<file path="src/rtl/matmul_operand_feeder_pkg.sv">
// Shared types and sizing helpers for the systolic operand feeder.
package matmul_operand_feeder_pkg;

  localparam int DEF_DATA_WIDTH = 32;
  localparam int DEF_DIM        = 4;

  typedef enum logic [1:0] {
    ST_IDLE = 2'd0,
    ST_RUN  = 2'd1,
    ST_HOLD = 2'd2
  } state_e;

  // Fill (2*DIM-1) plus drain (DIM-1) cycles through the PE pipeline.
  function automatic int run_len(input int dim);
    return 3 * dim - 2;
  endfunction

  function automatic int cnt_width(input int dim);
    return $clog2(run_len(dim));
  endfunction

endpackage

</file>
<file path="src/rtl/matmul_skew_lane.sv">
// One diagonally skewed operand lane: element k = cnt - LANE_IDX of its vector, else 0.
module matmul_skew_lane
  import matmul_operand_feeder_pkg::*;
#(
  parameter int LANE_IDX   = 0,
  parameter int DATA_WIDTH = DEF_DATA_WIDTH,
  parameter int DIM        = DEF_DIM,
  localparam int CW        = cnt_width(DIM)
) (
  input  logic [DIM*DATA_WIDTH-1:0] vec_i,
  input  logic [CW-1:0]             cnt_i,
  input  logic                      run_i,
  output logic [DATA_WIDTH-1:0]     opnd_o
);

  always_comb begin
    opnd_o = '0;
    for (int k = 0; k < DIM; k++) begin
      if (run_i && (int'(cnt_i) == k + LANE_IDX)) begin
        opnd_o = vec_i[k*DATA_WIDTH +: DATA_WIDTH];
      end
    end
  end

endmodule

</file>
<file path="src/rtl/matmul_operand_feeder.sv">
// Snapshots A/B on start and streams skewed rows/columns into a DIM x DIM PE array.
// All outputs are registered; lane values are computed from next-state cnt/state.
module matmul_operand_feeder
  import matmul_operand_feeder_pkg::*;
#(
  parameter int DATA_WIDTH = DEF_DATA_WIDTH,
  parameter int DIM        = DEF_DIM
) (
  input  logic                          clk_i,
  input  logic                          rst_ni,
  input  logic                          start_i,
  input  logic [DIM*DIM*DATA_WIDTH-1:0] a_mat_i,
  input  logic [DIM*DIM*DATA_WIDTH-1:0] b_mat_i,
  input  logic                          ack_i,
  output logic [DIM*DATA_WIDTH-1:0]     a_row_o,
  output logic [DIM*DATA_WIDTH-1:0]     b_col_o,
  output logic                          pe_start_o,
  output logic                          busy_o,
  output logic                          done_o
);

  localparam int RUN_LEN = run_len(DIM);
  localparam int CW      = cnt_width(DIM);
  localparam int VW      = DIM * DATA_WIDTH;
  localparam int MW      = DIM * VW;
  localparam logic [CW-1:0] CNT_LAST = CW'(RUN_LEN - 1);

  state_e          state_q, state_d;
  logic [CW-1:0]   cnt_q, cnt_d;
  logic            latch;
  logic            run_d;
  logic [MW-1:0]   a_snap_q, b_snap_q;
  logic [MW-1:0]   a_src, b_src;
  logic [VW-1:0]   b_cols [DIM];
  logic [VW-1:0]   a_row_d, b_col_d, a_row_q, b_col_q;
  logic            pe_start_q, busy_q, done_q;

  always_comb begin
    state_d = state_q;
    cnt_d   = cnt_q;
    latch   = 1'b0;
    unique case (state_q)
      ST_IDLE: begin
        if (start_i) begin
          latch   = 1'b1;
          cnt_d   = '0;
          state_d = ST_RUN;
        end
      end
      ST_RUN: begin
        if (cnt_q == CNT_LAST) state_d = ST_HOLD;
        else                   cnt_d   = cnt_q + 1'b1;
      end
      ST_HOLD: begin
        if (ack_i) begin
          state_d = ST_IDLE;
          cnt_d   = '0;
        end
      end
      default: begin
        state_d = ST_IDLE;
        cnt_d   = '0;
      end
    endcase
  end

  assign run_d = (state_d == ST_RUN);

  // On the latch edge the first lane values must come straight from the inputs.
  assign a_src = latch ? a_mat_i : a_snap_q;
  assign b_src = latch ? b_mat_i : b_snap_q;

  always_comb begin
    b_cols = '{default: '0};
    for (int c = 0; c < DIM; c++) begin
      for (int k = 0; k < DIM; k++) begin
        b_cols[c][k*DATA_WIDTH +: DATA_WIDTH] = b_src[(k*DIM+c)*DATA_WIDTH +: DATA_WIDTH];
      end
    end
  end

  for (genvar g = 0; g < DIM; g++) begin : g_lane
    matmul_skew_lane #(
      .LANE_IDX  (g),
      .DATA_WIDTH(DATA_WIDTH),
      .DIM       (DIM)
    ) u_a_lane (
      .vec_i (a_src[g*VW +: VW]),
      .cnt_i (cnt_d),
      .run_i (run_d),
      .opnd_o(a_row_d[g*DATA_WIDTH +: DATA_WIDTH])
    );
    matmul_skew_lane #(
      .LANE_IDX  (g),
      .DATA_WIDTH(DATA_WIDTH),
      .DIM       (DIM)
    ) u_b_lane (
      .vec_i (b_cols[g]),
      .cnt_i (cnt_d),
      .run_i (run_d),
      .opnd_o(b_col_d[g*DATA_WIDTH +: DATA_WIDTH])
    );
  end

  always_ff @(posedge clk_i or negedge rst_ni) begin
    if (!rst_ni) begin
      state_q    <= ST_IDLE;
      cnt_q      <= '0;
      a_snap_q   <= '0;
      b_snap_q   <= '0;
      a_row_q    <= '0;
      b_col_q    <= '0;
      pe_start_q <= 1'b0;
      busy_q     <= 1'b0;
      done_q     <= 1'b0;
    end else begin
      state_q    <= state_d;
      cnt_q      <= cnt_d;
      if (latch) begin
        a_snap_q <= a_mat_i;
        b_snap_q <= b_mat_i;
      end
      a_row_q    <= a_row_d;
      b_col_q    <= b_col_d;
      pe_start_q <= (state_d != ST_IDLE);
      busy_q     <= (state_d != ST_IDLE);
      done_q     <= (state_d == ST_HOLD);
    end
  end

  assign a_row_o    = a_row_q;
  assign b_col_o    = b_col_q;
  assign pe_start_o = pe_start_q;
  assign busy_o     = busy_q;
  assign done_o     = done_q;

endmodule

</file>
<file path="config.mk">
export PLATFORM = sky130hd
export DESIGN_NAME = matmul_operand_feeder
export DESIGN_NICKNAME = d
export VERILOG_FILES = /design/src/rtl/matmul_operand_feeder_pkg.sv /design/src/rtl/matmul_skew_lane.sv /design/src/rtl/matmul_operand_feeder.sv
export SDC_FILE = /design/constraint.sdc
export NUM_CORES = 2
export LEC_CHECK = 0
export CORE_AREA = 2 2 498 500
export DETAILED_ROUTE_END_ITERATION = 10
export DIE_AREA = 0 0 500 502
export PLACE_DENSITY_LB_ADDON = 0.15
export SLEW_MARGIN = 20
export SYNTH_ARGS = -nofsm -noshare
export SYNTH_HDL_FRONTEND = slang
export SYNTH_SLANG_ARGS = --single-unit
</file>
<file path="constraint.sdc">
create_clock -name clk_i -period 3.4 [get_ports clk_i]
set_input_delay 0.34 -clock clk_i [delete_from_list [all_inputs] [get_ports clk_i]]
set_output_delay 0.34 -clock clk_i [all_outputs]
set_load 0.005 [all_outputs]
</file>
### The metal 2 layer

Cells faint in the background.
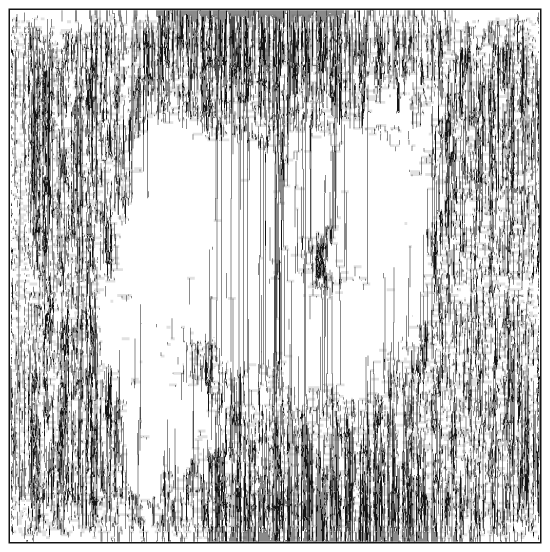
- share of all routed wire: 48%
- main direction: vertical
met2 usage: 34.03%
DRT Wirelength: 260700 um
DR vias: 47463

### Signal wires on met4

Bar = 200 um. Cells faint in the background.
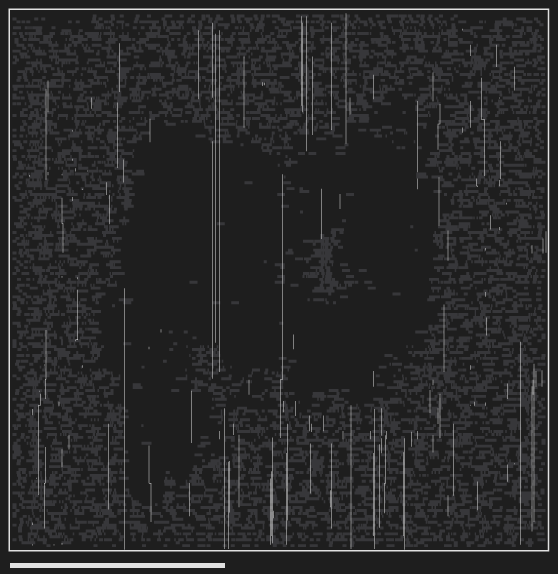
- wire length on this layer: 6240 um
- main direction: vertical

### Clock wiring as the flow saved it

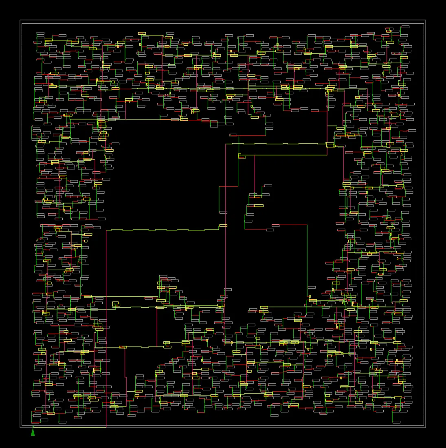
Clock Sinks: 1288
clk latency late pin: 0.82 ns
skew final: 0.06061 ns
CTS Buf Count: 156
clk pwr: 17.0 mW

### Routed metal, one colour a layer

Two of the layers only.
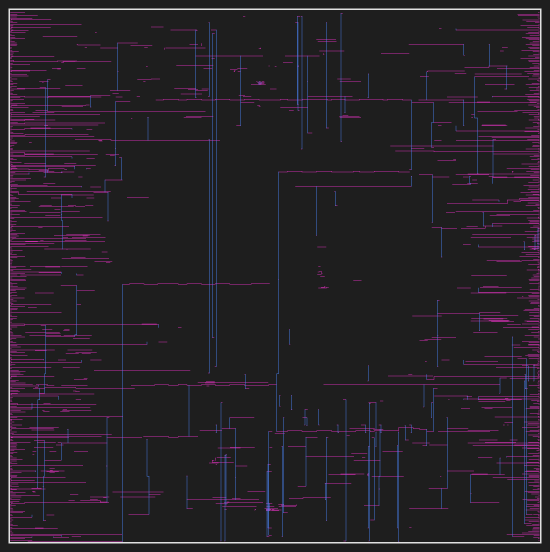
- met3: magenta (wire length 18000 um)
- met4: blue (wire length 6240 um)

==> results.sh <==
# source this file to load flow results
export IMPL_maxSlewHeadroom_pct=38.30
export IMPL_dp_slack_ns=0.2553
export IMPL_area_leaders="dfrtp_1 (60%), nand2_1 (21%), a32oi_1 (3.5%)"
export IMPL_avgSynthCellArea_sq_um=9.229
export IMPL_drive_above_1_share_pct=8.040
export IMPL_firstDrtPassIters=6
export IMPL_crit_path_cell_trace="inv_1 > ha_1 > and3b_1 > or4_4 > a31oi_4 > buf_12 > nand2_1 > buf_4 > o221ai_1"
export IMPL_wl_met2_um=126300
export IMPL_path_buffers=3
export IMPL_startpoint_type="register"
export IMPL_finalCritPeriodShare_pct=90.45
export IMPL_area_growth_pct=44.07
export IMPL_ys_sh_xor_pct=0
export IMPL_fin_util_pct=31.32
export IMPL_mux_share_pct=1.664
export IMPL_die_area_sq_mm=0.2510
export IMPL_cts_max_level=4
export IMPL_io_pin_count=1287
export IMPL_total_power_mw=75.65
export IMPL_grt_pass1_vias=49969
export IMPL_ir_drop_mv=0.6576
export IMPL_seq_cell_power_mw=24.1
export IMPL_worstMarginPinSlew_ns=0.9255
export IMPL_fill_cells=25590
export IMPL_status="finished clean"
export IMPL_worst_path_max_delay_cell="or4_4"
export IMPL_fin_nets=8085
-- what timing repair did --
action,CTS,global route
hold buffers,41,0
endpoints found under the hold margin,416,0
endpoints found under the setup margin,0,0
-- layout make-up --
type / instances / area [sq um] / area share [%]
sequential: 1288 / 32230 / 41.96
multi-input combinational: 4022 / 19050 / 24.80
timing repair buffer: 1566 / 16180 / 21.07
clock buffer: 239 / 4586 / 5.970
tap: 3220 / 4029 / 5.245
clock inverter: 41 / 574.3 / 0.7477
antenna: 32 / 80.08 / 0.1043
inverter: 21 / 78.83 / 0.1026
-- per-layer routing --
layer  global-route usage, %  vias to the layer above
li1                        -                    21736
met1                   25.61                    23695
met2                   34.03                     1630
met3                   5.101                      334
met4                   5.915                       68
met5                       0                        -
No activity file was given, so power comes from the tool's default toggle rates.
